[config.mk]
export PLATFORM = sky130hd
export DESIGN_NAME = cdb_arbiter_flat
export DESIGN_NICKNAME = d
export VERILOG_FILES = /design/src/rtl/cdb_arbiter_pkg.sv /design/src/rtl/cdb_arbiter_if.sv /design/src/rtl/cdb_req_fifo.sv /design/src/rtl/cdb_arbiter.sv /design/src/flat_wrapper.sv
export SDC_FILE = /design/constraint.sdc
export NUM_CORES = 1
export LEC_CHECK = 0
export ABC_AREA = 1
export CORE_MARGIN = 2
export CORE_UTILIZATION = 42
export DETAILED_ROUTE_END_ITERATION = 7
export HOLD_SLACK_MARGIN = 0.12
export SYNTH_ARGS = -nofsm -noshare
export SYNTH_HDL_FRONTEND = slang
export SYNTH_SLANG_ARGS = --single-unit
[constraint.sdc]
create_clock -name clk -period 2.62 [get_ports clk]
set_input_delay 0.524 -clock clk [delete_from_list [all_inputs] [get_ports clk]]
set_output_delay 0.524 -clock clk [all_outputs]
set_load 0.01 [all_outputs]
[src/rtl/cdb_arbiter_pkg.sv]
// -----------------------------------------------------------------------------
// cdb_arbiter_pkg
// Shared constants for the common data bus (CDB) arbiter and its producers.
//   DATA_LEN / ROB_LEN : result width and ROB index width (tag = ROB_LEN+1 bits)
//   ZERO_ROB / ZERO_WORD: "no tag" marker and all-zero result
//   CDB_REQ_NUM        : number of CDB producers
//   CDB_SRC_*          : producer index of ALU, load/store buffer, branch unit
//   rr_wrap()          : single-step modulo wrap used by the round-robin search
// -----------------------------------------------------------------------------
package cdb_arbiter_pkg;

    localparam int DATA_LEN    = 32;
    localparam int ROB_LEN     = 4;
    localparam int TAG_LEN     = ROB_LEN + 1;
    localparam int CDB_REQ_NUM = 3;

    localparam logic [TAG_LEN-1:0]  ZERO_ROB  = 5'd0;
    localparam logic [DATA_LEN-1:0] ZERO_WORD = 32'h0000_0000;

    localparam int CDB_SRC_ALU = 0;
    localparam int CDB_SRC_LSB = 1;
    localparam int CDB_SRC_BR  = 2;

    // Wraps an index that is at most one full lap past n back into [0, n).
    function automatic int rr_wrap(input int idx, input int n);
        int r;
        if (idx >= n) begin
            r = idx - n;
        end else begin
            r = idx;
        end
        return r;
    endfunction

endpackage

[src/rtl/cdb_arbiter_if.sv]
// -----------------------------------------------------------------------------
// cdb_arbiter_if
// Bundles the producer handshake and the CDB broadcast bus.
//   valid_from_req / rob_id_from_req / result_from_req : producer offers (packed)
//   ready_to_req                                       : per-producer queue not full
//   valid_to_cdb / rob_id_to_cdb / result_to_cdb /
//   src_to_cdb                                         : registered CDB broadcast
// Modports: slave = the arbiter, master = producers plus CDB consumers.
// -----------------------------------------------------------------------------
interface cdb_arbiter_if
    import cdb_arbiter_pkg::*;
#(
    parameter int REQ_NUM = CDB_REQ_NUM,
    parameter int DATA_W  = DATA_LEN,
    parameter int TAG_W   = ROB_LEN + 1
) ();

    localparam int SRC_W = (REQ_NUM > 1) ? $clog2(REQ_NUM) : 1;

    logic [REQ_NUM-1:0]        valid_from_req;
    logic [REQ_NUM*TAG_W-1:0]  rob_id_from_req;
    logic [REQ_NUM*DATA_W-1:0] result_from_req;
    logic [REQ_NUM-1:0]        ready_to_req;
    logic                      valid_to_cdb;
    logic [TAG_W-1:0]          rob_id_to_cdb;
    logic [DATA_W-1:0]         result_to_cdb;
    logic [SRC_W-1:0]          src_to_cdb;

    modport slave (
        input  valid_from_req, rob_id_from_req, result_from_req,
        output ready_to_req, valid_to_cdb, rob_id_to_cdb, result_to_cdb, src_to_cdb
    );

    modport master (
        output valid_from_req, rob_id_from_req, result_from_req,
        input  ready_to_req, valid_to_cdb, rob_id_to_cdb, result_to_cdb, src_to_cdb
    );

endinterface

[src/rtl/cdb_req_fifo.sv]
// -----------------------------------------------------------------------------
// cdb_req_fifo
// Small synchronous FIFO holding one producer's pending {tag, result} entries.
//   clk, rst    : clock, synchronous active-high reset
//   flush_i     : empties the FIFO (counts and pointers to 0), beats push/pop
//   push_i      : write din_i (ignored when full)
//   pop_i       : drop the head entry (ignored when empty)
//   full_o      : count == DEPTH, decoded from the registered count only
//   empty_o     : count == 0
//   head_o      : oldest entry
// DEPTH must be a power of two so the pointers wrap naturally.
// -----------------------------------------------------------------------------
module cdb_req_fifo #(
    parameter int DEPTH = 2,
    parameter int WIDTH = 37
) (
    input  logic             clk,
    input  logic             rst,
    input  logic             flush_i,
    input  logic             push_i,
    input  logic             pop_i,
    input  logic [WIDTH-1:0] din_i,
    output logic             full_o,
    output logic             empty_o,
    output logic [WIDTH-1:0] head_o
);

    localparam int PTR_W = $clog2(DEPTH);

    logic [WIDTH-1:0] mem_q [DEPTH];
    logic [PTR_W-1:0] wr_ptr_q, wr_ptr_d;
    logic [PTR_W-1:0] rd_ptr_q, rd_ptr_d;
    logic [PTR_W:0]   cnt_q, cnt_d;
    logic             do_push_s;
    logic             do_pop_s;

    assign full_o    = (cnt_q == (PTR_W+1)'(DEPTH));
    assign empty_o   = (cnt_q == (PTR_W+1)'(0));
    assign do_push_s = push_i & ~full_o;
    assign do_pop_s  = pop_i & ~empty_o;
    assign head_o    = mem_q[rd_ptr_q];

    // Pointer and occupancy next state; flush clears everything.
    always_comb begin
        wr_ptr_d = wr_ptr_q;
        rd_ptr_d = rd_ptr_q;
        cnt_d    = cnt_q;
        if (flush_i) begin
            wr_ptr_d = '0;
            rd_ptr_d = '0;
            cnt_d    = '0;
        end else begin
            if (do_push_s) begin
                wr_ptr_d = wr_ptr_q + PTR_W'(1);
            end else begin
                wr_ptr_d = wr_ptr_q;
            end
            if (do_pop_s) begin
                rd_ptr_d = rd_ptr_q + PTR_W'(1);
            end else begin
                rd_ptr_d = rd_ptr_q;
            end
            case ({do_push_s, do_pop_s})
                2'b10:   cnt_d = cnt_q + (PTR_W+1)'(1);
                2'b01:   cnt_d = cnt_q - (PTR_W+1)'(1);
                default: cnt_d = cnt_q;
            endcase
        end
    end

    // Pointer and occupancy registers.
    always_ff @(posedge clk) begin
        if (rst) begin
            wr_ptr_q <= '0;
            rd_ptr_q <= '0;
            cnt_q    <= '0;
        end else begin
            wr_ptr_q <= wr_ptr_d;
            rd_ptr_q <= rd_ptr_d;
            cnt_q    <= cnt_d;
        end
    end

    // Entry storage; cleared on reset so the head never presents unknowns.
    always_ff @(posedge clk) begin
        if (rst) begin
            for (int i = 0; i < DEPTH; i++) begin
                mem_q[i] <= '0;
            end
        end else if (do_push_s && !flush_i) begin
            mem_q[wr_ptr_q] <= din_i;
        end
    end

endmodule

[src/rtl/cdb_arbiter.sv]
// -----------------------------------------------------------------------------
// cdb_arbiter
// Shares the single common data bus between REQ_NUM producers (0 = ALU,
// 1 = load/store buffer, 2 = branch unit). Each producer feeds a private
// cdb_req_fifo; one head per cycle is granted onto a registered CDB.
//   clk, rst : clock, synchronous active-high reset
//   flush    : rollback; empties all queues, kills the broadcast, discards
//              same-cycle offers, keeps the round-robin pointer
//   bus      : cdb_arbiter_if.slave (producer handshake + CDB outputs)
// Configuration macro CDB_RR_ARB_EN: defined -> round-robin grant;
// undefined -> fixed priority, lowest index wins, no pointer register.
// -----------------------------------------------------------------------------
module cdb_arbiter
    import cdb_arbiter_pkg::*;
#(
    parameter int REQ_NUM     = CDB_REQ_NUM,
    parameter int QUEUE_DEPTH = 2,
    parameter int DATA_W      = DATA_LEN,
    parameter int TAG_W       = ROB_LEN + 1
) (
    input  logic         clk,
    input  logic         rst,
    input  logic         flush,
    cdb_arbiter_if.slave bus
);

    localparam int SRC_W = (REQ_NUM > 1) ? $clog2(REQ_NUM) : 1;
    localparam int ENT_W = TAG_W + DATA_W;

    logic [REQ_NUM-1:0] push_s, pop_s, full_s, empty_s;
    logic [ENT_W-1:0]   head_s [REQ_NUM];
    logic [ENT_W-1:0]   head_sel_s;
    logic [SRC_W:0]     pick_s;
    logic               grant_vld_s;
    logic [SRC_W-1:0]   grant_idx_s;

    logic               valid_q, valid_d;
    logic [TAG_W-1:0]   tag_q, tag_d;
    logic [DATA_W-1:0]  result_q, result_d;
    logic [SRC_W-1:0]   src_q, src_d;

    // First set bit of cand searching upward from start with wrap; MSB = found.
    function automatic logic [SRC_W:0] pick_first(input logic [REQ_NUM-1:0] cand,
                                                  input int start);
        logic [SRC_W:0]     sel;
        logic [REQ_NUM-1:0] rot;
        int                 c;
        sel = '0;
        for (int k = 0; k < REQ_NUM; k++) begin
            c   = rr_wrap(start + k, REQ_NUM);
            rot = cand >> c;
            if (!sel[SRC_W] && rot[0]) begin
                sel = {1'b1, SRC_W'(c)};
            end else begin
                sel = sel;
            end
        end
        return sel;
    endfunction

    for (genvar i = 0; i < REQ_NUM; i++) begin : g_req
        logic [TAG_W-1:0]  tag_s;
        logic [DATA_W-1:0] res_s;

        assign tag_s = bus.rob_id_from_req[i*TAG_W +: TAG_W];
        assign res_s = bus.result_from_req[i*DATA_W +: DATA_W];
        // Tag 0 carries no result: accept the handshake but never queue it.
        assign push_s[i] = bus.valid_from_req[i] & ~full_s[i] & (tag_s != TAG_W'(ZERO_ROB));
        assign pop_s[i]  = grant_vld_s & (grant_idx_s == SRC_W'(i)) & ~flush;

        cdb_req_fifo #(
            .DEPTH (QUEUE_DEPTH),
            .WIDTH (ENT_W)
        ) u_fifo (
            .clk     (clk),
            .rst     (rst),
            .flush_i (flush),
            .push_i  (push_s[i]),
            .pop_i   (pop_s[i]),
            .din_i   ({tag_s, res_s}),
            .full_o  (full_s[i]),
            .empty_o (empty_s[i]),
            .head_o  (head_s[i])
        );
    end

    // No full bypass: a pop in the same cycle does not raise ready.
    assign bus.ready_to_req = ~full_s;

`ifdef CDB_RR_ARB_EN
    logic [SRC_W-1:0] rr_ptr_q, rr_ptr_d;

    assign pick_s = pick_first(~empty_s, int'(rr_ptr_q));

    // Pointer moves past the winner; it is kept across flush and idle cycles.
    always_comb begin
        rr_ptr_d = rr_ptr_q;
        if (grant_vld_s && !flush) begin
            rr_ptr_d = SRC_W'(rr_wrap(int'(grant_idx_s) + 1, REQ_NUM));
        end else begin
            rr_ptr_d = rr_ptr_q;
        end
    end

    // Round-robin pointer register.
    always_ff @(posedge clk) begin
        if (rst) begin
            rr_ptr_q <= '0;
        end else begin
            rr_ptr_q <= rr_ptr_d;
        end
    end
`else
    assign pick_s = pick_first(~empty_s, 32'sd0);
`endif

    assign grant_vld_s = pick_s[SRC_W];
    assign grant_idx_s = pick_s[SRC_W-1:0];
    assign head_sel_s  = head_s[grant_idx_s];

    // Broadcast next state; tag/result/source hold when nothing is granted.
    always_comb begin
        valid_d  = 1'b0;
        tag_d    = tag_q;
        result_d = result_q;
        src_d    = src_q;
        if (grant_vld_s && !flush) begin
            valid_d  = 1'b1;
            tag_d    = head_sel_s[ENT_W-1 -: TAG_W];
            result_d = head_sel_s[DATA_W-1:0];
            src_d    = grant_idx_s;
        end else begin
            valid_d  = 1'b0;
        end
    end

    // CDB output register.
    always_ff @(posedge clk) begin
        if (rst) begin
            valid_q  <= 1'b0;
            tag_q    <= TAG_W'(ZERO_ROB);
            result_q <= DATA_W'(ZERO_WORD);
            src_q    <= '0;
        end else begin
            valid_q  <= valid_d;
            tag_q    <= tag_d;
            result_q <= result_d;
            src_q    <= src_d;
        end
    end

    assign bus.valid_to_cdb  = valid_q;
    assign bus.rob_id_to_cdb = tag_q;
    assign bus.result_to_cdb = result_q;
    assign bus.src_to_cdb    = src_q;

endmodule
[src/flat_wrapper.sv]
// flat-port wrapper written by rule: the top's interface ports become plain ports
module cdb_arbiter_flat import cdb_arbiter_pkg::*;
#(
    parameter int REQ_NUM     = CDB_REQ_NUM,
    parameter int QUEUE_DEPTH = 2,
    parameter int DATA_W      = DATA_LEN,
    parameter int TAG_W       = ROB_LEN + 1
)
  (clk, rst, flush, bus_valid_from_req, bus_rob_id_from_req, bus_result_from_req, bus_ready_to_req, bus_valid_to_cdb, bus_rob_id_to_cdb, bus_result_to_cdb, bus_src_to_cdb);
  cdb_arbiter_if #(.REQ_NUM(REQ_NUM), .DATA_W(DATA_W), .TAG_W(TAG_W)) bus_i ();
  input  logic clk;
  input  logic rst;
  input  logic flush;
  input wire logic [$bits(bus_i.valid_from_req)-1:0] bus_valid_from_req;
  input wire logic [$bits(bus_i.rob_id_from_req)-1:0] bus_rob_id_from_req;
  input wire logic [$bits(bus_i.result_from_req)-1:0] bus_result_from_req;
  output wire logic [$bits(bus_i.ready_to_req)-1:0] bus_ready_to_req;
  output wire logic [$bits(bus_i.valid_to_cdb)-1:0] bus_valid_to_cdb;
  output wire logic [$bits(bus_i.rob_id_to_cdb)-1:0] bus_rob_id_to_cdb;
  output wire logic [$bits(bus_i.result_to_cdb)-1:0] bus_result_to_cdb;
  output wire logic [$bits(bus_i.src_to_cdb)-1:0] bus_src_to_cdb;
  assign bus_i.valid_from_req = bus_valid_from_req;
  assign bus_i.rob_id_from_req = bus_rob_id_from_req;
  assign bus_i.result_from_req = bus_result_from_req;
  assign bus_ready_to_req = bus_i.ready_to_req;
  assign bus_valid_to_cdb = bus_i.valid_to_cdb;
  assign bus_rob_id_to_cdb = bus_i.rob_id_to_cdb;
  assign bus_result_to_cdb = bus_i.result_to_cdb;
  assign bus_src_to_cdb = bus_i.src_to_cdb;
  cdb_arbiter #(.REQ_NUM(REQ_NUM), .QUEUE_DEPTH(QUEUE_DEPTH), .DATA_W(DATA_W), .TAG_W(TAG_W)) u_core (.clk(clk), .rst(rst), .flush(flush), .bus(bus_i));
endmodule
### PDN straps and rails

Pins as bars on the die edge. Tap cells in grey.
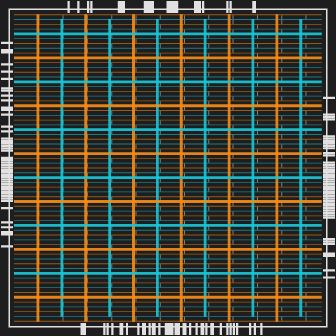
| net | colour |
|---|---|
| VSS | orange |
| VDD | cyan |
met5 straps: 12
met4 straps: 12
rows: 64

==> results.cfg <==
; yosys + openroad results
[power_and_ir_drop]
power_frac_seq_pct = 49.2
swShare_pct = 25.19
p_sw_mw = 2.633
pwr-share-clk_pct = 37.4
power_density_nw_per_um2 = 658.4
p_comb_share_pct = 13.4
pg_clk_mw = 3.91
internal_power_mw = 7.820
seq-power_mw = 5.14
power_top_consumer = registers
ir_worst_vdd_mv = 0.4600
comb_cell_power_mw = 1.40
power_leakage_nw = 7.464

[timing]
slew_viol_final = 0
fin_ws_ps = 336.9
finalCriticalPeriod_ps = 2283
tightestPinTransition_ps = 448.0
grt_setup_unrepaired = false
finalCritPeriodShare_pct = 87.14
hold_ws_ps = 465.5
slew_headroom_pct = 70.13
fin_setup_tns_ps = 0
clock_skew_ps = 17.15
finalHoldViolCount = 0
clock.fmax_mhz = 438.0
setup_violations = 0

[critical_path]
crit_slowest_cell = clkdlybuf4s50_1
cp_top_family = buffers and inverters
reg2reg_from = u_core.g_req[0].u_fifo.cnt_q[0]$_SDFFE_PP0P_
crit_cells = 3
crit_fanout = 6
worstPathCellList = inv_2 > nand2_1 > clkdlybuf4s50_1
r2r_cells = 11
r2r_setup_slack_ps = 620
reg2reg_to = u_core.g_req[1].u_fifo.cnt_q[1]$_SDFFE_PP0P_
cp-startpoint = u_core.g_req[1].u_fifo.cnt_q[0]$_SDFFE_PP0P_
cp.arrival_ps = 1760
crit_required_ps = 2100
setup.worst_path.start_class = flop
end_kind = primary output
worstSetupPathType = reg -> out
endpoint = bus_ready_to_req[1]
cp_num_buf_inv = 2
crit_path_max_incr_delay_ps = 560

[final_layout]
final_layout_size_suffix_gt1_share_pct = 6.404
nNetsFinal = 1798
nClkBuffers = 48
sh_comb_area_pct = 24.54
nNonClkBuffers = 197
n_fill_cell = 2903
diodes = 0
logic_area_um2 = 3896
area_growth_pct = 22.72
seqCellArea_um2 = 7769
final_common_cell = nand2_1
fin_cells = 2098
inverters = 219
final_cell_mix = 461 x nand2_1, 364 x nor2_1, 222 x edfxtp_1
largest_cell_class = flip-flops and latches
clock_cell_area_share_pct = 5.690
sh_seq_area_pct = 48.94
flop-count = 277
regMostFlops = u_core.g_req.u_fifo.mem_q
logic_gates = 953
buffer_area_share_pct = 12.53
largest_register_ffs = 222
fin_util_pct = 52.17

[routing]
wl_mm = 33.95
first_iter_violations = 800
vias = 10040
drt_first_pass_iters = 5
vias_per_cell = 4.785
wire_per_inst_um = 16.18
drc_errors = 0
ant_nets = 0

[synth]
ys_area_um2 = 12940
top_area_cell = edfxtp_1
ys.warnings.count = 0
ys_types = 25
syn-num-nets = 1646
edf_count = 222
async_flop_share_pct = 0
ys_sh_aoi_pct = 3.888
mux_share_pct = 0
ys_top_cells_by_area = edfxtp_1 52%, nand2_1 13%, nor2_1 11%, dfxtp_1 8.5%, inv_1 6.2%
ys_sh_simple_pct = 25.94
syn_inst = 1526
ys.flops = 277
top_cell_area_share_pct = 51.53
ys_sh_adder_pct = 0.2902
ys_seq_share_pct = 60.04
netlist_area_um2 = 12940
synthTopCellsByCount = 461 x nand2_1, 364 x nor2_1, 222 x edfxtp_1
yosys-stat-cells = 1526
netlist_logic_family_top = simple AND/OR/NAND/NOR gates
avgSynthCellArea_um2 = 8.477
synth_top_cell_by_count = nand2_1
xor_share_pct = 0
synthFlopType = edfxtp_1

[cts]
clk_pin_slew_ps = 60
post_cts_buffers = 0
cts_tree = done
clock-sinks = 277
cts_made_buffers = 30
hold_buffers = 0
cts-root-buf = clkbuf_16
clk_path_buf_depth = 3
insertion_delay_ps = 560
htree_levels = 1
cts.repair.resized = 0

[min_path]
whs_path_depth = 1
holdPathEnd = u_core.g_req[0].u_fifo.rd_ptr_q$_SDFFE_PP0P_
hold_path.class = reg -> reg
hp-start = u_core.g_req[0].u_fifo.rd_ptr_q$_SDFFE_PP0P_

[place]
place_congestion = 0.8133
place_inst = 2042
dp_slack_ps = 271.5
hpwl_mm = 23.24
port_buffers = 159

[run]
maxCapViolCount = 0
warnings = 26

[die]
die_area_um2 = 32220
die_x_um = 179.5
die_h_um = 179.5
coreArea_um2 = 30430
taps = 396
rows = 64
ios = 160
fp-utilization_pct = 42.51

[global_route]
grtUsageTotal_pct = 20.64
grt_overflow = 0
grt_pass1_wl_mm = 52.50
antenna_found_initial = 0
grt_max_degree = 76
grt_pass1_vias = 9686

[status]
status = finished, final reports clean
### Placement by cell class

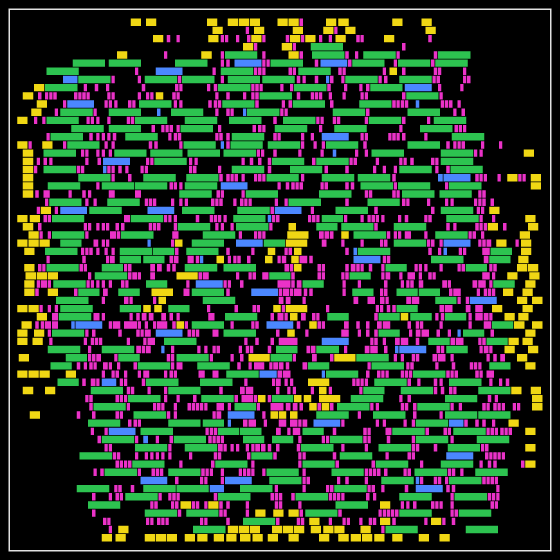
| class | colour | cells |
|---|---|---|
| other buffers and delay cells | yellow | 197 |
| clock drivers and dummy loads | blue | 56 |
| flops | green | 277 |
| all other logic | magenta | 1172 |

==> metrics by stage <==
step | total power, mW | cell area, um2
after detailed placement | 6.640 | 14970
after global placement | 6.617 | 14970
after CTS | 10.52 | 15880
final | 10.45 | 15880
after floorplan | 5.948 | 12940
after global routing | 10.87 | 15880
==> routing by layer <==
| layer | GRT usage (%) | vias to the layer above | share of wire (%) |
|---|---|---|---|
| met2 | 34.27 | 317 | 48 |
| met3 | 2.998 | 43 | 6.4 |
| met5 | 0 | - | 0 |
| met4 | 4.715 | 0 | 1.9 |
| li1 | - | 4986 | - |
| met1 | 28.73 | 4693 | 44 |
Power is estimated from default activity; no workload was simulated.
